==> images/drive_strength.png <==
(8 px per µm)
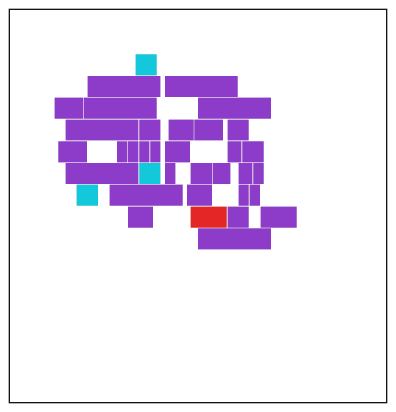
==> images/gate_families.png <==
(8 px per µm)
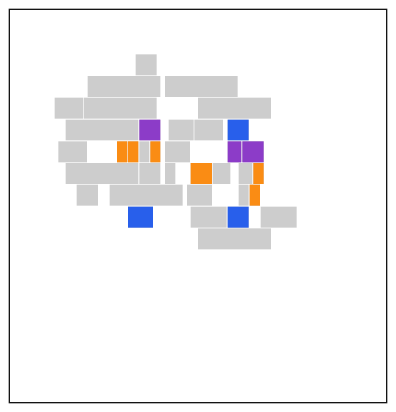
$ cat src/rtl/debouncer_pkg.sv
// debouncer_pkg: shared FSM state encoding and glitch-counter constants for the debouncer.
package debouncer_pkg;

    typedef enum logic [1:0] {
        IDLE_LOW  = 2'd0,
        WAIT_HIGH = 2'd1,
        IDLE_HIGH = 2'd2,
        WAIT_LOW  = 2'd3
    } state_t;

    localparam int               GLITCH_W   = 8;
    localparam logic [GLITCH_W-1:0] GLITCH_SAT = {GLITCH_W{1'b1}};

endpackage

$ cat src/rtl/debouncer_sync_ff.sv
// sync_ff: SYNC_STAGES-deep flop chain bringing an asynchronous level into the clk domain.
module sync_ff #(
    parameter int SYNC_STAGES = 2
) (
    input  logic clk,
    input  logic resetn,
    input  logic i_d,
    output logic o_q
);

    logic [SYNC_STAGES-1:0] r_sync;

    always_ff @(posedge clk or negedge resetn) begin
        if (!resetn)
            r_sync <= '0;
        else
            r_sync <= {r_sync[SYNC_STAGES-2:0], i_d};
    end

    assign o_q = r_sync[SYNC_STAGES-1];

endmodule

$ cat src/rtl/debouncer.sv
// debouncer: accepts a new din level only after it holds STABLE_CYCLES synchronized cycles.
// Optional saturating rejected-transition counter glitch_cnt under DEBOUNCER_GLITCH_CNT_EN.
module debouncer
    import debouncer_pkg::*;
#(
    parameter int SYNC_STAGES   = 2,
    parameter int STABLE_CYCLES = 4
) (
    input  logic clk,
    input  logic resetn,
    input  logic din,
`ifdef DEBOUNCER_GLITCH_CNT_EN
    output logic [GLITCH_W-1:0] glitch_cnt,
`endif
    output logic dout
);

    localparam int               CNT_W    = $clog2(STABLE_CYCLES + 1);
    localparam logic [CNT_W-1:0] CNT_ONE  = CNT_W'(1);
    localparam logic [CNT_W-1:0] CNT_LAST = CNT_W'(STABLE_CYCLES - 1);

    logic             w_din_sync;
    state_t           r_state;
    logic [CNT_W-1:0] r_cnt;
    logic             r_dout;

    sync_ff #(
        .SYNC_STAGES(SYNC_STAGES)
    ) u_sync (
        .clk   (clk),
        .resetn(resetn),
        .i_d   (din),
        .o_q   (w_din_sync)
    );

    // counter only ever holds 1..STABLE_CYCLES-1 inside a WAIT, so it cannot wrap
    always_ff @(posedge clk or negedge resetn) begin
        if (!resetn) begin
            r_state <= IDLE_LOW;
            r_cnt   <= '0;
            r_dout  <= 1'b0;
        end else begin
            case (r_state)
                IDLE_LOW: if (w_din_sync) begin
                    r_state <= WAIT_HIGH;
                    r_cnt   <= CNT_ONE;
                end
                WAIT_HIGH: if (!w_din_sync) begin
                    r_state <= IDLE_LOW;
                    r_cnt   <= '0;
                end else if (r_cnt == CNT_LAST) begin
                    r_state <= IDLE_HIGH;
                    r_cnt   <= '0;
                    r_dout  <= 1'b1;
                end else begin
                    r_cnt   <= r_cnt + 1'b1;
                end
                IDLE_HIGH: if (!w_din_sync) begin
                    r_state <= WAIT_LOW;
                    r_cnt   <= CNT_ONE;
                end
                WAIT_LOW: if (w_din_sync) begin
                    r_state <= IDLE_HIGH;
                    r_cnt   <= '0;
                end else if (r_cnt == CNT_LAST) begin
                    r_state <= IDLE_LOW;
                    r_cnt   <= '0;
                    r_dout  <= 1'b0;
                end else begin
                    r_cnt   <= r_cnt + 1'b1;
                end
                default: begin
                    r_state <= IDLE_LOW;
                    r_cnt   <= '0;
                    r_dout  <= 1'b0;
                end
            endcase
        end
    end

    assign dout = r_dout;

`ifdef DEBOUNCER_GLITCH_CNT_EN
    logic [GLITCH_W-1:0] r_glitch_cnt;
    logic                w_reject;

    assign w_reject = (r_state == WAIT_HIGH || r_state == WAIT_LOW) && (w_din_sync == r_dout);

    always_ff @(posedge clk or negedge resetn) begin
        if (!resetn)
            r_glitch_cnt <= '0;
        else if (w_reject && r_glitch_cnt != GLITCH_SAT)
            r_glitch_cnt <= r_glitch_cnt + 1'b1;
    end

    assign glitch_cnt = r_glitch_cnt;
`endif

endmodule

$ cat config.mk
export PLATFORM = sky130hd
export DESIGN_NAME = debouncer
export DESIGN_NICKNAME = d
export VERILOG_FILES = /design/src/rtl/debouncer_pkg.sv /design/src/rtl/debouncer_sync_ff.sv /design/src/rtl/debouncer.sv
export SDC_FILE = /design/constraint.sdc
export NUM_CORES = 1
export LEC_CHECK = 0
export CORE_AREA = 5 5 42 44
export DETAILED_ROUTE_END_ITERATION = 12
export DIE_AREA = 0 0 47 49
export HOLD_SLACK_MARGIN = 0.1
export PLACE_DENSITY = 0.53
export SLEW_MARGIN = 20
export SYNTH_ARGS = -nofsm -noshare
export SYNTH_HDL_FRONTEND = slang
export SYNTH_SLANG_ARGS = --single-unit
$ cat constraint.sdc
create_clock -name clk -period 2.3 [get_ports clk]
set_clock_uncertainty 0.1 [all_clocks]
set_input_delay 0.46 -clock clk [delete_from_list [all_inputs] [get_ports clk]]
set_output_delay 0.46 -clock clk [all_outputs]
set_load 0.05 [all_outputs]
==> flow_summary.toml <==
# generated from flow reports
[outcome]
outcome = "finished, final reports clean"

[synth]
mappedNetlistArea_um2 = 344.1
synthSimpleGateAreaFrac_pct = 20.36
yosys-dominant-comb-family = "simple AND/OR/NAND/NOR gates"
synthAdderAreaFrac_pct = 3.636
ys_sh_mux_pct = 0
netlist_instances = 30
synth.yosys.chip_area_um2 = 344.1
yosys-stat-cells = 30
synth_compound_gate_area_share_pct = 12.73
mappedNetlistNets = 34
syn_avg_cell_area_um2 = 11.47
most_common_cell = "sky130_fd_sc_hd__dfrtp_1"
post_synth_xor_area_fraction_pct = 5.091
largest_area_cell = "sky130_fd_sc_hd__dfrtp_1"
postSynth.asyncResetShare_pct = 100.0
top_area_share_pct = 58.18

[cts]
cts_resized = 0
h-tree-depth = 1
numClockSinks = 8
postCtsSetupBuffers = 0
clockRootBuffer = "sky130_fd_sc_hd__clkbuf_4"
max-clock-path-buffers = 2
cts.reportedPaths.clkPinSlew_ps = 50
clkLatencyLatePin_ps = 250

[layout]
seq-cell-share_pct = 48.05
fillerInstances = 153
drive_above_1_share_pct = 11.11
mostFrequentLayoutCells = "sky130_fd_sc_hd__dfrtp_1, sky130_fd_sc_hd__nand2_1, sky130_fd_sc_hd__nor2_1, sky130_fd_sc_hd__clkbuf_4, sky130_fd_sc_hd__clkdlybuf4s50_1"
inv_count = 0
sequential_cell_total = 8
clock_area_share_pct = 5.405
layout.area.top_class = "sequential cells"
post_layout_nonfiller_instances = 52
buffer_area_share_pct = 7.207
post-route-util_pct = 29.73
area.combinational_um2 = 143.9
nets = 42

[floorplanning]
nWellTaps = 16
core_area_um2 = 1401
boundaryPins = 4
die_w_um = 47
die_h_um = 49

[global_routing]
grt_util_met3_pct = 3.321
grtUsageMet2_pct = 7.466
grt.overflow.total = 0
grt_busiest_layer = "met2"
grt_first_pass_wirelength_um = 924
antenna_violations_before_repair = 0
grt_pass1_vias = 239

[setup_path]
cp.buffers_inverters = 1
critPathSlowestCell = "sky130_fd_sc_hd__clkdlybuf4s50_1"
crit_path_capture = "dout"
max_stage_delay_ps = 810
end_kind = "output pin"
r2r_cells = 4
startpoint = "dout$_DFFE_PN0P_"
timing.setup.critical_path_class = "reg2out"
worstReg2RegStart = "r_cnt[0]$_DFFE_PN0P_"
worstPathCellList = "clkdlybuf4s50_1"

[placed_design]
placed_instances = 49
globalplace.congestion = 0.7214

[sta]
fin_hold_ws_ps = 263.5
maxSlewViolCount = 0
maxClockFrequency_mhz = 503.6
final_period_minus_worst_setup_slack_ps = 1986

[pwr]
totalPowerFinal_mw = 0.4484
p_sw_mw = 0.1476
power_frac_comb_pct = 29.4
powerDensity_nw_per_um2 = 1076
seq_power_share_pct = 48.0
p_leak_nw = 0.1938
top_power_group = "registers"

[detailed_routing]
num_vias = 242
wl_met2_um = 251
wl_met3_um = 34
drt-wirelength-per-cell_um = 10.42
count_of_tritonroute_iterations_in_the_first_routing_pass = 2
routedLengthMet1_um = 242
routed_via_density = 4.654
top_layer_used = "met4"

[worst_hold_path]
holdPathEnd = "u_sync.r_sync[1]$_DFF_PN0_"

[flow_run]
tool_warnings = 26
Back to the opening pictures, drive_strength.png:
| color | size | cells |
|---|---|---|
| cyan | drive 3 to 4 | 3 |
| red | drive 2 | 1 |
| purple | drive 1 or less | 32 |
count of buffers not belonging to the clock network in the layout: 3
Worst Setup Slack, final: 314.4 ps
final instance area: 416.7 µm²
area growth from synthesis to final layout: 21.09%

Back to the opening pictures, gate_families.png:
| color | family | cells |
|---|---|---|
| blue | AND-OR and OR-AND gates | 3 |
| purple | inverting AOI/OAI gates | 3 |
| orange | NAND gates | 6 |
combinational share of cell area: 34.53%
Top cell excl fill/tap: sky130_fd_sc_hd__dfrtp_1

